File: config.mk
export PLATFORM = sky130hd
export DESIGN_NAME = riscy_mc_control
export DESIGN_NICKNAME = d
export VERILOG_FILES = /design/src/rtl/riscy_mc_control.sv
export SDC_FILE = /design/constraint.sdc
export NUM_CORES = 1
export LEC_CHECK = 0
export CAP_MARGIN = 25
export CORE_MARGIN = 2
export CORE_UTILIZATION = 36
export DETAILED_ROUTE_END_ITERATION = 16
export PLACE_DENSITY = 0.76
export RECOVER_POWER = 25
export SLEW_MARGIN = 20
export SYNTH_ARGS = -nofsm -noshare
export SYNTH_HDL_FRONTEND = slang
export SYNTH_SLANG_ARGS = --single-unit
File: constraint.sdc
create_clock -name clk -period 1.57 [get_ports clk]
set_clock_uncertainty 0.2 [all_clocks]
set_input_delay 0.157 -clock clk [delete_from_list [all_inputs] [get_ports clk]]
set_output_delay 0.157 -clock clk [all_outputs]
set_load 0.01 [all_outputs]
File: src/rtl/riscy_mc_control.sv
// ---------------------------------------------------------------------------
// riscy_mc_control : multi-cycle control FSM for the riscy32 core
// Rev 1.0
// ---------------------------------------------------------------------------
`default_nettype none

module riscy_mc_control #(
  parameter bit ERR_STICKY = 1'b1
) (
  input  logic       clk,
  input  logic       rst_n,
  input  logic [6:0] op,
  input  logic [2:0] funct3,
  input  logic       funct7b5,
  input  logic [3:0] flags,
  input  logic       mem_ready,
  output logic       mem_req,
  output logic       mem_write,
  output logic       adr_src,
  output logic       ir_write,
  output logic       pc_write,
  output logic       reg_write,
  output logic [1:0] alu_src_a,
  output logic [1:0] alu_src_b,
  output logic [1:0] result_src,
  output logic [2:0] imm_src,
  output logic [3:0] alu_control,
  output logic       illegal
);

  localparam logic [6:0] OP_LW     = 7'b0000011;
  localparam logic [6:0] OP_SW     = 7'b0100011;
  localparam logic [6:0] OP_RTYPE  = 7'b0110011;
  localparam logic [6:0] OP_ITYPE  = 7'b0010011;
  localparam logic [6:0] OP_BRANCH = 7'b1100011;
  localparam logic [6:0] OP_JAL    = 7'b1101111;
  localparam logic [6:0] OP_LUI    = 7'b0110111;

  localparam logic [3:0] ALU_ADD = 4'b0000;
  localparam logic [3:0] ALU_SUB = 4'b1000;

  typedef enum logic [3:0] {
    S_FETCH  = 4'd0,
    S_DECODE = 4'd1,
    S_MEMADR = 4'd2,
    S_MEMRD  = 4'd3,
    S_MEMWB  = 4'd4,
    S_MEMWR  = 4'd5,
    S_EXECR  = 4'd6,
    S_EXECI  = 4'd7,
    S_ALUWB  = 4'd8,
    S_BRANCH = 4'd9,
    S_JAL    = 4'd10,
    S_LUI    = 4'd11,
    S_ERROR  = 4'd12
  } state_t;

  state_t state, state_next;

  logic       flag_v, flag_c, flag_z, flag_s;
  logic       taken;
  logic       bad_branch;
  logic [3:0] alu_funct_r;
  logic [3:0] alu_funct_i;

  assign flag_v = flags[0];
  assign flag_c = flags[1];
  assign flag_z = flags[2];
  assign flag_s = flags[3];

  assign alu_funct_r = {funct7b5, funct3};
  // Only SRAI uses instr[30]; any other I-type keeps bit 3 clear.
  assign alu_funct_i = {funct7b5 & (funct3 == 3'b101), funct3};

  assign bad_branch = (funct3 == 3'b010) || (funct3 == 3'b011);

  always_comb begin
    taken = 1'b0;
    case (funct3)
      3'b000:  taken = flag_z;
      3'b001:  taken = ~flag_z;
      3'b100:  taken = flag_s ^ flag_v;
      3'b101:  taken = ~(flag_s ^ flag_v);
      3'b110:  taken = ~flag_c;
      3'b111:  taken = flag_c;
      default: taken = 1'b0;
    endcase
  end

  always_ff @(posedge clk or negedge rst_n) begin
    if (!rst_n) begin
      state <= S_FETCH;
    end else begin
      state <= state_next;
    end
  end

  always_comb begin
    state_next = state;
    case (state)
      S_FETCH:  state_next = mem_ready ? S_DECODE : S_FETCH;
      S_DECODE: begin
        case (op)
          OP_LW, OP_SW: state_next = S_MEMADR;
          OP_RTYPE:     state_next = S_EXECR;
          OP_ITYPE:     state_next = S_EXECI;
          OP_BRANCH:    state_next = S_BRANCH;
          OP_JAL:       state_next = S_JAL;
          OP_LUI:       state_next = S_LUI;
          default:      state_next = S_ERROR;
        endcase
      end
      S_MEMADR: state_next = (op == OP_SW) ? S_MEMWR : S_MEMRD;
      S_MEMRD:  state_next = mem_ready ? S_MEMWB : S_MEMRD;
      S_MEMWB:  state_next = S_FETCH;
      S_MEMWR:  state_next = mem_ready ? S_FETCH : S_MEMWR;
      S_EXECR:  state_next = S_ALUWB;
      S_EXECI:  state_next = S_ALUWB;
      S_ALUWB:  state_next = S_FETCH;
      S_BRANCH: state_next = bad_branch ? S_ERROR : S_FETCH;
      S_JAL:    state_next = S_ALUWB;
      S_LUI:    state_next = S_ALUWB;
      S_ERROR:  state_next = ERR_STICKY ? S_ERROR : S_FETCH;
      default:  state_next = S_ERROR;
    endcase
  end

  always_comb begin
    mem_req     = 1'b0;
    mem_write   = 1'b0;
    adr_src     = 1'b0;
    ir_write    = 1'b0;
    pc_write    = 1'b0;
    reg_write   = 1'b0;
    alu_src_a   = 2'b00;
    alu_src_b   = 2'b00;
    result_src  = 2'b00;
    alu_control = ALU_ADD;
    illegal     = 1'b0;

    case (state)
      S_FETCH: begin
        mem_req    = 1'b1;
        alu_src_b  = 2'b10;
        result_src = 2'b10;
        ir_write   = mem_ready;
        pc_write   = mem_ready;
      end
      S_DECODE: begin
        alu_src_a = 2'b01;
        alu_src_b = 2'b01;
      end
      S_MEMADR: begin
        alu_src_a = 2'b10;
        alu_src_b = 2'b01;
      end
      S_MEMRD: begin
        mem_req = 1'b1;
        adr_src = 1'b1;
      end
      S_MEMWB: begin
        result_src = 2'b01;
        reg_write  = 1'b1;
      end
      S_MEMWR: begin
        mem_req   = 1'b1;
        mem_write = 1'b1;
        adr_src   = 1'b1;
      end
      S_EXECR: begin
        alu_src_a   = 2'b10;
        alu_control = alu_funct_r;
      end
      S_EXECI: begin
        alu_src_a   = 2'b10;
        alu_src_b   = 2'b01;
        alu_control = alu_funct_i;
      end
      S_ALUWB: reg_write = 1'b1;
      S_BRANCH: begin
        alu_src_a   = 2'b10;
        alu_control = ALU_SUB;
        pc_write    = taken & ~bad_branch;
      end
      S_JAL: begin
        alu_src_a = 2'b01;
        alu_src_b = 2'b10;
        pc_write  = 1'b1;
      end
      S_LUI: begin
        alu_src_a = 2'b11;
        alu_src_b = 2'b01;
      end
      S_ERROR: illegal = 1'b1;
      default: illegal = 1'b1;
    endcase

    imm_src = 3'b000;
    case (op)
      OP_SW:     imm_src = 3'b001;
      OP_BRANCH: imm_src = 3'b010;
      OP_JAL:    imm_src = 3'b011;
      OP_LUI:    imm_src = 3'b100;
      default:   imm_src = 3'b000;
    endcase

    // Asserting reset must kill any in-flight request without waiting for a clock.
    if (!rst_n) begin
      mem_req     = 1'b0;
      mem_write   = 1'b0;
      adr_src     = 1'b0;
      ir_write    = 1'b0;
      pc_write    = 1'b0;
      reg_write   = 1'b0;
      alu_src_a   = 2'b00;
      alu_src_b   = 2'b00;
      result_src  = 2'b00;
      imm_src     = 3'b000;
      alu_control = 4'b0000;
      illegal     = 1'b0;
    end
  end

endmodule

`default_nettype wire

run_1/wire_density.png
The bar under the picture is 20 um long. 10 x 10 tiles, from dark purple (low) to yellow (high), scaled to the fullest tile. Values are wire area over tile area, all layers added.
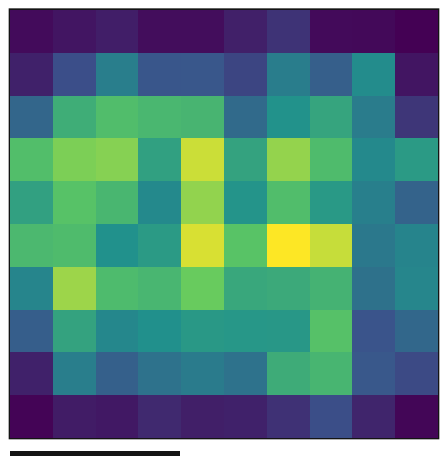
densest ninth of the die: centre
mean over tiles: 0.36
fullest tile: 0.84
nearly empty tiles: 3.0%
tiles over half the peak: 44%
Detailed Route WL: 5223 um
DR WL/cell: 23.21 um
vias: 1401

run_1/final_placement.png
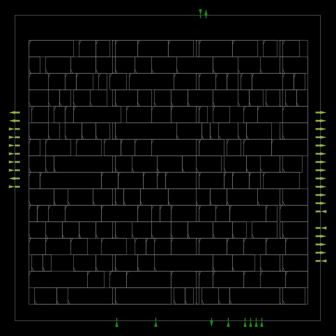
fill count: 54
Non-Filler Instances: 225
# rows: 16
register fraction of the total cell area: 0.05486

==> job_summary.md, run 1 <==
### Flow metrics

| Metric | Value |
|---|---|
| Register-to-Register Path Depth | 6 |
| Seq. pwr | 0.233 mW |
| Slew headroom | 0.7356 |
| Yosys cell types | 48 |
| Sw frac | 0.4490 |
| Slowest CP cell | clkdlybuf4s50_1 |
| Max reg flops | 4 |
| Final worst slack | -0.3245 ns |
| Failing checks | setup timing |
| RSZ-0062 raised after global routing | yes |
| Inverters | 1 |
| Top Registers | state: 4 flops |
| Clk slew on worst S/H paths | 0.04 ns |
| Startpoint types | primary input |
| Final setup vio count | 22 |
| Post-CTS Setup Bufs | 12 |
| Hpwl dp | 2268 um |
| Die y size | 50.38 um |
| Critical Path, Cell by Cell | clkdlybuf4s50_1, nand2_1, o21ai_1, a41oi_2, nor2b_1, buf_2 |
| # Cells Yosys | 108 |
| Routing usage on met3 | 0.07440 |
| First-pass GRT wire length | 6548 um |
| Floorplan utilization | 0.3869 |
| Worst-path fanout max | 4 |
| Htree depth | 1 |
| Sw Pwr | 1.021 mW |
| Clk pwr share | 0.061 |
| CP max stage delay | 0.54 ns |
| Clk_lat worst skew | 0.24 ns |
| CP arrival | 1.54 ns |
| Lkg Pwr | 0.9051 nW |
| Slew Limit Fails | 0 |
| Fin crit share | 1.207 |
| Register area | 103.9 um^2 |
| Largest net degree at the start of global routing | 10 |
| Synth warn | 0 |
| MI comb area | 894.6 um^2 |
| ANT nets after route | 0 |
| Status | finished with violations |
| Aoi share | 0.1955 |
| Fin. Hold Viols | 0 |
| N_taps | 27 |
| Flop2flop setup slack | -0.30 ns |
run_1/drive_strength.png
The bar under the picture is 20 um long.
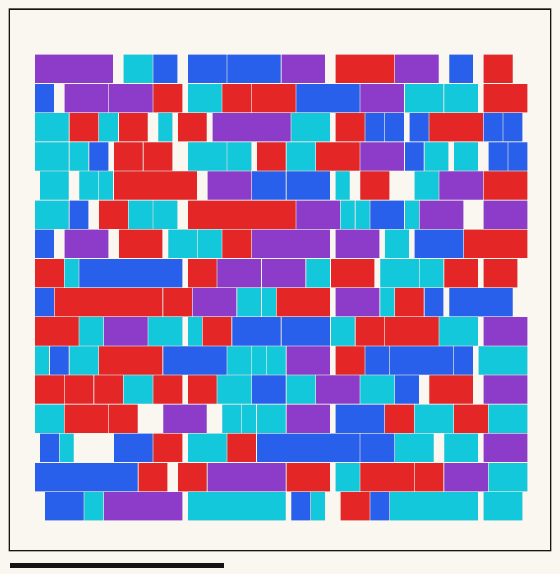
legend:
  drive 3 to 4:
    colour: red
    cells: 56
  drive 6 and up:
    colour: purple
    cells: 31
  drive 1 or less:
    colour: cyan
    cells: 68
  drive 2:
    colour: blue
    cells: 43
design area: 1893 um^2
Layout area overhead: 144.4%
Plain + repair buffers: 94
final worst slack: -0.3245 ns

## run 1: stage by stage
stage | setup TNS [ns] | total power, mW | setup slack, ns | utilization
floorplan | 0 | 0.7750 | 0.02429 | -
global placement | -10.40 | 1.365 | -0.7068 | 0.7238
detailed placement | -10.88 | 1.401 | -0.7384 | 0.7238
CTS | -2.889 | 1.923 | -0.2591 | 0.8656
global route | -4.753 | 2.357 | -0.3667 | 0.9456
finish | -3.962 | 2.275 | -0.3245 | 0.9456
## run 1: worst min path at each step
stage / from / endpoint / slack, ns
6_report: op[3] / state[0] / 0.26
5_1_grt: op[3] / state[0] / 0.26
4_1_cts: op[2] / state[0] / 0.28
3_5_place_dp: rst_n / state[0] / 0.29
3_3_place_gp: rst_n / state[2] / 0.29
2_1_floorplan: rst_n / state[0] / -0.34
## run 1: layout by cell type, fill, tap and decap left out, types with 2 or more instances in the layout
cell / synthesis / final
a21boi_1: 2 / 2
a21oi_1: 3 / 2
and2_4: 0 / 3
and2b_1: 2 / 2
and3_1: 7 / 4
and3_4: 0 / 3
buf_12: 0 / 4
buf_2: 1 / 18
buf_4: 1 / 30
buf_6: 0 / 26
clkbuf_4: 0 / 3
clkdlybuf4s50_1: 0 / 8
dfrtp_2: 0 / 3
dlygate4sd2_1: 0 / 4
nand2_1: 13 / 11
nand2_4: 0 / 2
nand2b_1: 4 / 3
nand3b_1: 3 / 3
nor2_1: 7 / 2
nor2_2: 0 / 2
nor2_4: 0 / 3
nor2b_1: 7 / 3
nor2b_4: 0 / 3
nor3_2: 0 / 2
nor3_4: 0 / 2
o21ai_0: 3 / 2
## run 1: worst reg2reg max path: cells and delay by family (launching register included)
kind	cells	cell delay, ns
DFF	1	0.52
AOI/OAI and AO/OA	1	0.35
buffers and inverters	2	0.33
and+or+nand+nor	3	0.33
run_1/clock_map.png
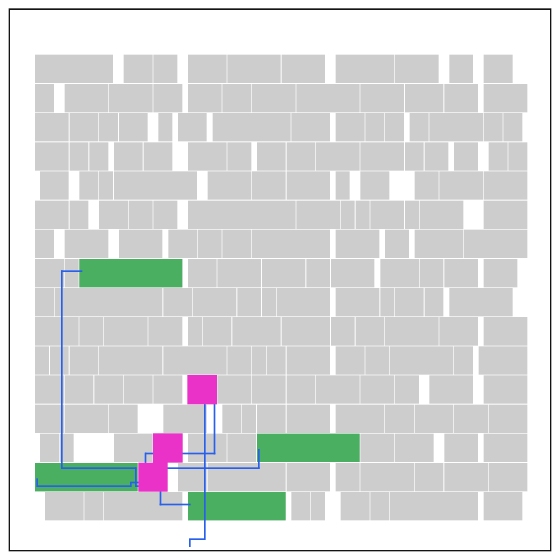

==> run 1 -> run 2 <==
Settings changed: CAP_MARGIN 25 to 30, CORE_UTILIZATION 36 to 40, PLACE_DENSITY 0.76 to 0.79.
Clock period 1.57 ns to 2.1 ns, I/O delays scaled along.
run_2/clock_map.png
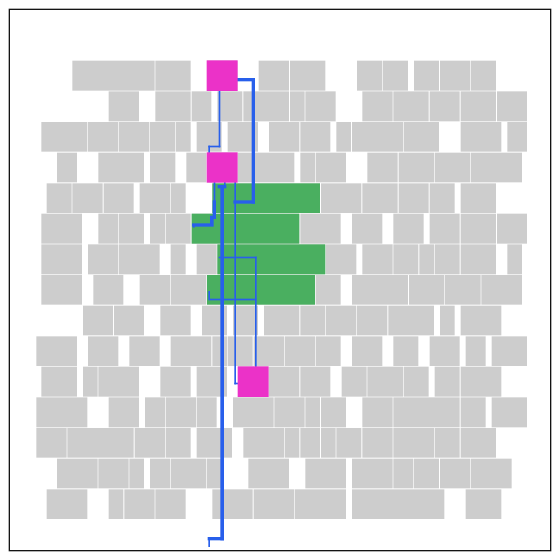
legend:
  cells driving clock nets:
    colour: magenta
    count: 3
  clock wires:
    colour: blue
    length: 107 um
  flip-flops:
    colour: green
    count: 4
routed clock nets: 4
Clk pwr share: 0.085
Clock net power: 0.100 mW
clk_lat worst skew: 0.24 ns

==> run 2 against run 1 <==
Net effect: the flow now finishes without violations; critical path type is now reg -> out; setup slack improved by 0.34 ns; largest cell class unchanged; routed wire length down 35%; clock-buffer cell count did not move.
==> job_summary.md, run 2 <==
### Flow metrics

| Metric | Value |
|---|---|
| Status | complete, no violations |
| # Cells Yosys | 108 (unchanged) |
| Floorplan utilization | 0.4344 (+0.04751) |
| Vias | 1168 (-17%) |
| # rows | 15 (-1) |
| Post-Place Setup Slack | -0.3306 ns (+0.4078 ns) |
| Detailed Route WL | 3391 um (-35%) |
| Hold Path Class | in -> async |
| Lkg Pwr | 0.7890 nW (-13%) |
| Top-count cell post-synth | nand2_1 |
| Synth warn | 0 (unchanged) |
| ANT nets after route | 0 (unchanged) |
| Largest net degree at the start of global routing | 13 (+3) |
| Top Registers | state: 4 flops |
| Fill count | 108 (+100%) |
| Slew headroom | 0.8225 (+0.08687) |
| Final setup vio count | 0 (-100%) |
| CP max stage delay | 0.46 ns (-0.08 ns) |
| Fin. Hold Viols | 0 (unchanged) |
| Slew Limit Fails | 0 (unchanged) |
| Htree depth | 1 (unchanged) |
| Most common logic cells in the final layout | 41 x buf_4, 16 x clkdlybuf4s50_1, 13 x nand2_1, 13 x dlygate4sd2_1, 7 x and3_1 |
| Max reg flops | 4 (unchanged) |
| Die y size | 48 um (-4.7%) |
| Final TNS setup | 0 ns (+3.962 ns) |
| Startpoint types | flip-flop |
| Flop2flop setup slack | 0.25 ns (+0.55 ns) |
| Hpwl dp | 2117 um (-6.6%) |
| Clk slew on worst S/H paths | 0.04 ns (about the same) |
| Worst-path fanout max | 7 (+3) |
| DRC | 0 |
| DR WL/cell | 16.30 um (-30%) |
| Mapped Cells | 108 |
| First-pass GRT wire length | 4485 um (-32%) |
| Register-to-Register Path Depth | 5 (-1) |
| Most numerous logic cell after layout | buf_4 |
| Critical Path, Cell by Cell | buf_4, nor2_1, and4b_1, a31oi_1, nand2_1, clkdlybuf4s15_1 |
| Slowest CP cell | dfrtp_2 |
| Ant diodes | 0 |
run_2/drive_strength.png
The bar under the picture is 10 um long.
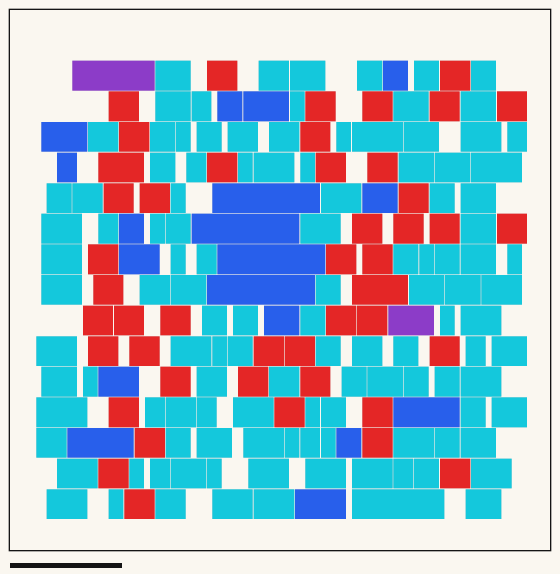
legend:
  drive 2:
    colour: blue
    cells: 18
  drive 1 or less:
    colour: cyan
    cells: 117
  drive 6 and up:
    colour: purple
    cells: 2
  drive 3 to 4:
    colour: red
    cells: 46
Plain + repair buffers: 79
final worst slack: 0.01994 ns
Layout area overhead: 96.28%
design area: 1520 um^2

-- run 2: cell counts after synthesis --
No cell type changed its count.
-- run 2: timing repair --
item / CTS / global route
hold endpoints to repair: 0 / 0
setup buffers: 7 / 4
hold buffers: 0 / 0
setup endpoints to repair: 19 / 7
gates resized: 30 / 15
-- run 2: cell families (layout without fill, tap and decap cells) --
logic type | after synthesis | in the layout | share of synthesized area
flip-flops | 4 | 4 | 0.1292
AND/OR/NAND/NOR | 66 | 66 | 0.5154
AND-OR/OR-AND | 22 | 22 | 0.1955
multiplexers | 3 | 3 | 0.04039
XOR/XNOR | 5 | 5 | 0.07432
buffers and inverters | 8 | 83 | 0.04523
-- run 2: through the flow --
stage	utilization	total power [mW]	instances	area (um^2)
final	0.8526	1.180	208	1520
after global routing	0.8526	1.263	208	1520
after CTS	0.8182	1.075	204	1459
after detailed placement	0.7726	0.9116	194	1378
after global placement	0.7726	0.8859	194	1378
after floorplan	-	0.5669	108	774.5
-- run 2: cell type report --
cell class,instances,area (um^2),area share
Tap cell,25,31.28,0.02058
Clock buffer,3,22.52,0.01481
Inverter,1,3.754,0.002469
Sequential cell,4,105.1,0.06914
Timing Repair Buffer,79,676.9,0.4453
Multi-Input combinational cell,96,680.7,0.4477
-- run 2: where the power goes --
part | leakage, nW | internal (mW) | switching (mW) | total [mW]
Sequential | 0.0472 | 0.111 | 0.0585 | 0.169
Clock | 0.0138 | 0.0642 | 0.0359 | 0.100
Combinational | 0.728 | 0.472 | 0.438 | 0.911
-- run 2: routing by layer --
layer / vias up / track usage
met3: 8 / 0.03396
li1: 540 / -
met1: 551 / 0.3167
met2: 69 / 0.5173
met4: 0 / 0.1514
met5: - / 0
No activity file was given, so power comes from the tool's default toggle rates.
